### config.mk
export PLATFORM = sky130hd
export DESIGN_NAME = alu_seq_ctrl_flat
export DESIGN_NICKNAME = d
export VERILOG_FILES = /design/src/rtl/alu_seq_ctrl_pkg.sv /design/src/rtl/alu_seq_ctrl_if.sv /design/src/rtl/alu.sv /design/src/rtl/regfile_2r1w.sv /design/src/rtl/alu_seq_ctrl.sv /design/src/flat_wrapper.sv
export SDC_FILE = /design/constraint.sdc
export NUM_CORES = 1
export LEC_CHECK = 0
export CORE_UTILIZATION = 58
export CTS_BUF_LIST = sky130_fd_sc_hd__clkbuf_4
export CTS_CLUSTER_DIAMETER = 50
export DETAILED_ROUTE_END_ITERATION = 10
export GPL_TIMING_DRIVEN = 0
export PLACE_DENSITY = 0.89
export RECOVER_POWER = 100
export REMOVE_ABC_BUFFERS = 1
export SETUP_SLACK_MARGIN = 0.5
export SLEW_MARGIN = 20
export SYNTH_ARGS = -nofsm -noshare
export SYNTH_HDL_FRONTEND = slang
export SYNTH_SLANG_ARGS = --single-unit
export TNS_END_PERCENT = 10
### constraint.sdc
create_clock -name clk -period 3.1 [get_ports clk]
set_clock_uncertainty 0.1 [all_clocks]
set_input_delay 0.775 -clock clk [delete_from_list [all_inputs] [get_ports clk]]
set_output_delay 0.775 -clock clk [all_outputs]
set_load 0.01 [all_outputs]
### src/rtl/alu_seq_ctrl_pkg.sv
// Shared definitions for the ALU sequencer slice.
// Contents: instruction field bit positions, opcode constants, ALU function
// select (FS) encodings, FSM state encoding and an opcode legality helper.
package alu_seq_ctrl_pkg;

  localparam int INSTR_W = 16;

  // Instruction field bit positions
  localparam int OP_MSB  = 15;
  localparam int OP_LSB  = 12;
  localparam int RD_MSB  = 11;
  localparam int RD_LSB  = 9;
  localparam int RS_MSB  = 8;
  localparam int RS_LSB  = 6;
  localparam int RT_MSB  = 5;
  localparam int RT_LSB  = 3;
  localparam int IMM_MSB = 7;
  localparam int IMM_LSB = 0;

  // Opcodes; any op with bit 3 clear is an ALU op with FS = op[2:0]
  localparam logic [3:0] OP_LDI  = 4'b1000;
  localparam logic [3:0] OP_HALT = 4'b1111;

  // ALU function select encodings
  localparam logic [2:0] FS_ADD  = 3'b000;
  localparam logic [2:0] FS_SUB  = 3'b001;
  localparam logic [2:0] FS_AND  = 3'b010;
  localparam logic [2:0] FS_OR   = 3'b011;
  localparam logic [2:0] FS_XOR  = 3'b100;
  localparam logic [2:0] FS_NOT  = 3'b101;
  localparam logic [2:0] FS_AND2 = 3'b110;
  localparam logic [2:0] FS_OR2  = 3'b111;

  // FSM state encoding
  localparam logic [2:0] ST_IDLE      = 3'd0;
  localparam logic [2:0] ST_DECODE    = 3'd1;
  localparam logic [2:0] ST_EXECUTE   = 3'd2;
  localparam logic [2:0] ST_WRITEBACK = 3'd3;
  localparam logic [2:0] ST_HALTED    = 3'd4;

  function automatic logic op_is_legal(input logic [3:0] op);
    return (op[3] == 1'b0) || (op == OP_LDI) || (op == OP_HALT);
  endfunction

endpackage

### src/rtl/alu_seq_ctrl_if.sv
// Instruction / result bus between an instruction source and alu_seq_ctrl.
// Handshake: an instruction transfers on a rising clock edge where both
// instr_valid and instr_ready are high. The source must hold instr_valid and
// instr stable until that edge; instr_ready never depends on instr_valid.
// Ports (master = source): instr_valid, instr out; instr_ready, result,
// result_valid, illegal, halted in. The slave modport is the mirror.
interface alu_seq_ctrl_if #(parameter int NBIT = 16);
  logic            instr_valid;
  logic            instr_ready;
  logic [15:0]     instr;
  logic [NBIT-1:0] result;
  logic            result_valid;
  logic            illegal;
  logic            halted;

  modport master (
    output instr_valid, instr,
    input  instr_ready, result, result_valid, illegal, halted
  );

  modport slave (
    input  instr_valid, instr,
    output instr_ready, result, result_valid, illegal, halted
  );
endinterface

### src/rtl/alu.sv
// Combinational ALU.
// Ports: A, B operands; FS function select; F result (modulo 2^nBit).
module alu
  import alu_seq_ctrl_pkg::*;
#(
  parameter int nBit = 16
) (
  input  logic [nBit-1:0] A,
  input  logic [nBit-1:0] B,
  input  logic [2:0]      FS,
  output logic [nBit-1:0] F
);

  always_comb begin
    F = '0;
    case (FS)
      FS_ADD:          F = A + B;
      FS_SUB:          F = A - B;
      FS_AND, FS_AND2: F = A & B;
      FS_OR,  FS_OR2:  F = A | B;
      FS_XOR:          F = A ^ B;
      FS_NOT:          F = ~A;
      default:         F = '0;
    endcase
  end

endmodule

### src/rtl/regfile_2r1w.sv
// NREG x NBIT register file, two combinational read ports, one write port
// committed on the rising clock edge, asynchronous active-low clear.
// Ports: clk, rst_n; ra_addr/ra_data, rb_addr/rb_data read ports;
// we/wa/wd write port.
module regfile_2r1w #(
  parameter int NBIT = 16,
  parameter int NREG = 8,
  localparam int AW  = $clog2(NREG)
) (
  input  logic            clk,
  input  logic            rst_n,
  input  logic [AW-1:0]   ra_addr,
  output logic [NBIT-1:0] ra_data,
  input  logic [AW-1:0]   rb_addr,
  output logic [NBIT-1:0] rb_data,
  input  logic            we,
  input  logic [AW-1:0]   wa,
  input  logic [NBIT-1:0] wd
);

  logic [NBIT-1:0] regs_q [NREG];
  logic [NBIT-1:0] regs_d [NREG];

  always_comb begin
    regs_d = regs_q;
    if (we) regs_d[wa] = wd;
  end

  always_ff @(posedge clk or negedge rst_n) begin
    if (!rst_n) begin
      for (int i = 0; i < NREG; i++) regs_q[i] <= '0;
    end else begin
      regs_q <= regs_d;
    end
  end

  assign ra_data = regs_q[ra_addr];
  assign rb_data = regs_q[rb_addr];

endmodule

### src/rtl/alu_seq_ctrl.sv
// Multi-cycle sequencer for the ALU: accepts one instruction over the bus
// handshake, reads operands from the register file, runs the ALU, and writes
// the result back. Flow: IDLE -> DECODE -> EXECUTE -> WRITEBACK -> IDLE,
// with DECODE -> IDLE for illegal opcodes and DECODE -> HALTED for HALT.
// Ports: clk, rst_n (async, active low); bus (slave side of alu_seq_ctrl_if);
// state_dbg exposes the current FSM state.
module alu_seq_ctrl
  import alu_seq_ctrl_pkg::*;
#(
  parameter int NBIT = 16,
  parameter int NREG = 8
) (
  input  logic                 clk,
  input  logic                 rst_n,
  alu_seq_ctrl_if.slave        bus,
  output logic [2:0]           state_dbg
);

  localparam int AW = $clog2(NREG);

  logic [2:0]         state_q, state_d;
  logic [INSTR_W-1:0] ir_q, ir_d;
  logic [NBIT-1:0]    a_q, a_d;
  logic [NBIT-1:0]    b_q, b_d;
  logic [NBIT-1:0]    res_q, res_d;
  logic [NBIT-1:0]    result_q, result_d;
  logic               halted_q, halted_d;
  logic               ready_q, ready_d;

  logic [3:0]         op;
  logic [NBIT-1:0]    rd_a, rd_b, alu_f, imm_ext;

  assign op      = ir_q[OP_MSB:OP_LSB];
  assign imm_ext = {{(NBIT-8){1'b0}}, ir_q[IMM_MSB:IMM_LSB]};

  regfile_2r1w #(.NBIT(NBIT), .NREG(NREG)) u_regfile (
    .clk     (clk),
    .rst_n   (rst_n),
    .ra_addr (ir_q[RS_MSB:RS_LSB]),
    .ra_data (rd_a),
    .rb_addr (ir_q[RT_MSB:RT_LSB]),
    .rb_data (rd_b),
    .we      (state_q == ST_WRITEBACK),
    .wa      (ir_q[RD_MSB:RD_LSB]),
    .wd      (res_q)
  );

  alu #(.nBit(NBIT)) u_alu (
    .A  (a_q),
    .B  (b_q),
    .FS (op[2:0]),
    .F  (alu_f)
  );

  always_comb begin
    state_d  = state_q;
    ir_d     = ir_q;
    a_d      = a_q;
    b_d      = b_q;
    res_d    = res_q;
    result_d = result_q;
    halted_d = halted_q;
    case (state_q)
      ST_IDLE: begin
        if (bus.instr_valid && ready_q) begin
          ir_d    = bus.instr;
          state_d = ST_DECODE;
        end
      end
      ST_DECODE: begin
        a_d = rd_a;
        b_d = rd_b;
        if (op == OP_HALT) begin
          halted_d = 1'b1;
          state_d  = ST_HALTED;
        end else if (op_is_legal(op)) begin
          state_d = ST_EXECUTE;
        end else begin
          state_d = ST_IDLE;
        end
      end
      ST_EXECUTE: begin
        // op[3] set here can only be LDI; HALT and illegal ops never reach EXECUTE
        res_d    = op[3] ? imm_ext : alu_f;
        // result is published on entry to WRITEBACK so it is valid with the pulse
        result_d = res_d;
        state_d  = ST_WRITEBACK;
      end
      ST_WRITEBACK: state_d = ST_IDLE;
      ST_HALTED:    state_d = ST_HALTED;
      default:      state_d = ST_IDLE;
    endcase
    // Registered so that ready is low throughout reset and rises one edge later
    ready_d = (state_d == ST_IDLE);
  end

  always_ff @(posedge clk or negedge rst_n) begin
    if (!rst_n) begin
      state_q  <= ST_IDLE;
      ir_q     <= '0;
      a_q      <= '0;
      b_q      <= '0;
      res_q    <= '0;
      result_q <= '0;
      halted_q <= 1'b0;
      ready_q  <= 1'b0;
    end else begin
      state_q  <= state_d;
      ir_q     <= ir_d;
      a_q      <= a_d;
      b_q      <= b_d;
      res_q    <= res_d;
      result_q <= result_d;
      halted_q <= halted_d;
      ready_q  <= ready_d;
    end
  end

  assign bus.instr_ready  = ready_q;
  assign bus.result       = result_q;
  assign bus.result_valid = (state_q == ST_WRITEBACK);
  assign bus.illegal      = (state_q == ST_DECODE) && !op_is_legal(op);
  assign bus.halted       = halted_q;
  assign state_dbg        = state_q;

endmodule

### src/flat_wrapper.sv
// flat-port wrapper written by rule: the top's interface ports become plain ports
module alu_seq_ctrl_flat import alu_seq_ctrl_pkg::*;
#(
  parameter int NBIT = 16,
  parameter int NREG = 8
)
  (clk, rst_n, state_dbg, bus_instr_valid, bus_instr, bus_instr_ready, bus_result, bus_result_valid, bus_illegal, bus_halted);
  alu_seq_ctrl_if #(.NBIT(NBIT)) bus_i ();
  input  logic clk;
  input  logic rst_n;
  output logic [2:0] state_dbg;
  input wire logic [$bits(bus_i.instr_valid)-1:0] bus_instr_valid;
  input wire logic [$bits(bus_i.instr)-1:0] bus_instr;
  output wire logic [$bits(bus_i.instr_ready)-1:0] bus_instr_ready;
  output wire logic [$bits(bus_i.result)-1:0] bus_result;
  output wire logic [$bits(bus_i.result_valid)-1:0] bus_result_valid;
  output wire logic [$bits(bus_i.illegal)-1:0] bus_illegal;
  output wire logic [$bits(bus_i.halted)-1:0] bus_halted;
  assign bus_i.instr_valid = bus_instr_valid;
  assign bus_i.instr = bus_instr;
  assign bus_instr_ready = bus_i.instr_ready;
  assign bus_result = bus_i.result;
  assign bus_result_valid = bus_i.result_valid;
  assign bus_illegal = bus_i.illegal;
  assign bus_halted = bus_i.halted;
  alu_seq_ctrl #(.NBIT(NBIT), .NREG(NREG)) u_core (.clk(clk), .rst_n(rst_n), .bus(bus_i), .state_dbg(state_dbg));
endmodule
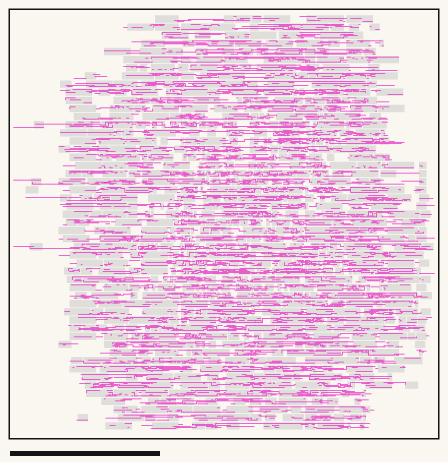
Figure 1: signal wires on met1.
Scale bar: 50 microns. Cells faint in the background.
longest straight run: 51.5 microns
wire length on this layer: 11,300 microns
share of all routed wire: 41%
main direction: horizontal
Vias: 8,031
WL final: 27,500 microns
GR Util met1: 37.0%

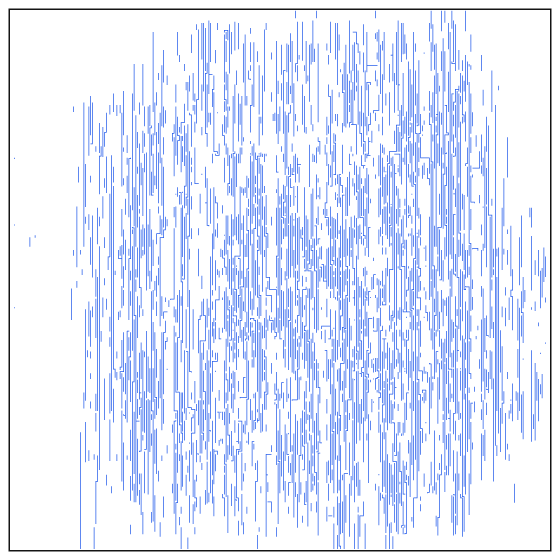
Figure 2: the metal 2 layer.
longest straight run: 90.1 microns
share of all routed wire: 50%
wire length on this layer: 13,800 microns
main direction: vertical
nets with wire on the layer: 932
M2 GR Usage: 48.1%

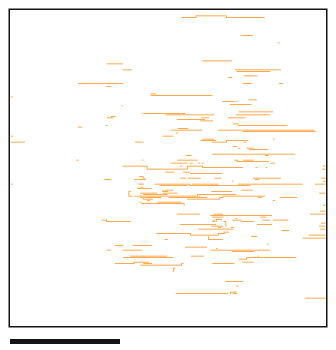
Figure 3: signal wires on met3.
Scale bar: 50 microns.
nets with wire on the layer: 105
main direction: horizontal
wire length on this layer: 1,450 microns
share of all routed wire: 5.3%
met3 Track Usage GR: 3.79%

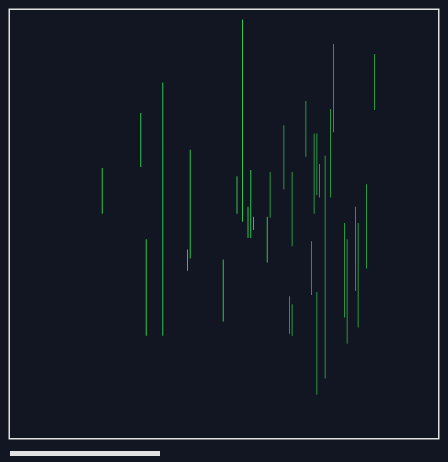
Figure 4: met4 routing.
Scale bar: 50 microns.
wire length on this layer: 862 microns
main direction: vertical
nets with wire on the layer: 28

==> metrics.yaml <==
sh_comb_area_pct: 49.4
final_area_sq_um: 12800
finalPower_mw: 15.6
diodes: 1
top_usage_layer: "met2"
crit_end: "u_core.res_q[15]"
clkTransAtPathRegs_ns: 0.15
initCoreUtil_pct: 59.3
synthCells: 941
topCombFamilyByArea: "multiplexers"
flops: 197
area_leaders: "dfrtp_1 43%, mux2_2 13%, mux4_2 12%"
ant_nets: 0
die_x_microns: 143
dr.pass1.iters: 7
p_sw_share_pct: 44.6
hold_ws_ns: 0.399
nWellTaps: 265
largest_register_ffs: 128
path_common_cell: "xnor2_1"
grt_use_total_pct: 28.6
leakage_nw: 5.81
path_buffers: 0
cp.arrival_ns: 3.66
powerComb_mw: 8.86
mux_share_pct: 30.5
grt_first_pass_wirelength_microns: 43700
simple_gate_area_share_pct: 7.87
drt-met1-wl_microns: 11300
inv_count: 43
crit_start: "u_core.b_q[5]"
finalMaxSlewViolations: 101
dp_cells: 1198
seq_share_pct: 38.6
core-area_sq_um: 19500
syn_area_sq_um: 11500
xor_area_share_pct: 1.75
fin_cells: 1262
die_area_sq_um: 20500
p_seq_share_pct: 34.8
avgSynthCellArea_sq_um: 12.3
fin_tns_setup_ns: -0.586
relSlewSlack_pct: -46.7
fin_crit_sh_pct: 104
lay_top_count: "dfrtp_1"
cts.sinks: 197
port_buffers: 41
via_per_inst: 6.36
power.group.top: "combinational cells"
edf_count: 0
crit_family: "simple AND/OR/NAND/NOR gates"
common_cells: "197 x dfrtp_1, 138 x mux2_2, 64 x mux4_2"
cts_tree: "done"
boundaryPins: 42
final_layout_top_logic_cells: "183 x dfrtp_1, 114 x mux2_2, 64 x mux4_2, 52 x nor2_1, 52 x a21oi_1"
critical_path_class: "reg2reg"
rsz0062_at_grt: "true"
hold_path_end: "u_core.bus.halted"
most_common_cell: "dfrtp_1"
clock.latency.late_pin_ns: 0.60
crit_chain: "or3_4 -> nand3b_1 -> nor4b_4 -> nor2_1 -> xnor2_1 -> ha_1 -> a21oi_2 -> o21ai_4 -> o41a_1 -> xnor2_1 -> a21oi_1"
p_int_mw: 8.65
power_frac_comb_pct: 56.8
adder_share_pct: 5.38
yosysTopAreaCell: "dfrtp_1"
logic_gate_count: 642
top_area_share_pct: 42.7
status: "finished, violations left"
met3_length_microns: 1450
yosysCellCount: 941
setup_slack_ns: -0.137
synth_top_flop_cell: "dfrtp_1"
ys_area_sq_um: 11500
worst_pin_slew_ns: 2.20
dr.max_layer_used: "met4"
globalplace.congestion: 0.912
async_reset_ff_share_pct: 100
dp_hpwl_microns: 16800
post_cts_buffers: 24
power_density_nw_per_um2: 1220
warning_count: 46
setup_violations: 7
seq-power_mw: 5.44
placed_cell_area_sq_um: 12200
min_path_cells: 1
cts_hold_buf: 0
largestClassByArea: "combinational gates"
overflow: 0
buf_share_pct: 6.16
min_path_type: "reg2reg"
wl_met2_microns: 13800
buffers: 82
preCtsSetupSlack_ns: -1.00
regMostFlops: "u_core.u_regfile.regs_q"
ir_drop_mv: 0.593
min_from: "u_core.bus.halted"
slowest_delay_ns: 0.47
remaining_drc_errors: 0
start_kind: "flop"
critPathRequiredTime_ns: 3.52
first_iter_violations: 698
clk_share_pct: 1.99
ys_warn_count: 0
clock_buffers: 17
cts.path.max_buffers: 2
rows: 51
switchingPower_mw: 6.95
ys_ff: 197
r2r-end: "u_core.res_q[15]"
fillers: 1334
ys_types: 70
htree_num_levels: 4
seqCellArea_sq_um: 4950
drv_cap: 1
violations: "capacitance limit, slew limit, setup timing"
power_clock_mw: 1.30
drive_above_1_share_pct: 32.7
grt_antenna_before_repair: 1
pwr-share-clk_pct: 8.4
avgRoutedWirePerCell_microns: 21.8
crit_slowest_cell: "o41a_1"
postLayoutCoreUtil_pct: 65.9
die_h_microns: 143
clockRootBuffer: "clkbuf_4"
ctsResizeCount: 94
Power and IR drop assume default switching activity.
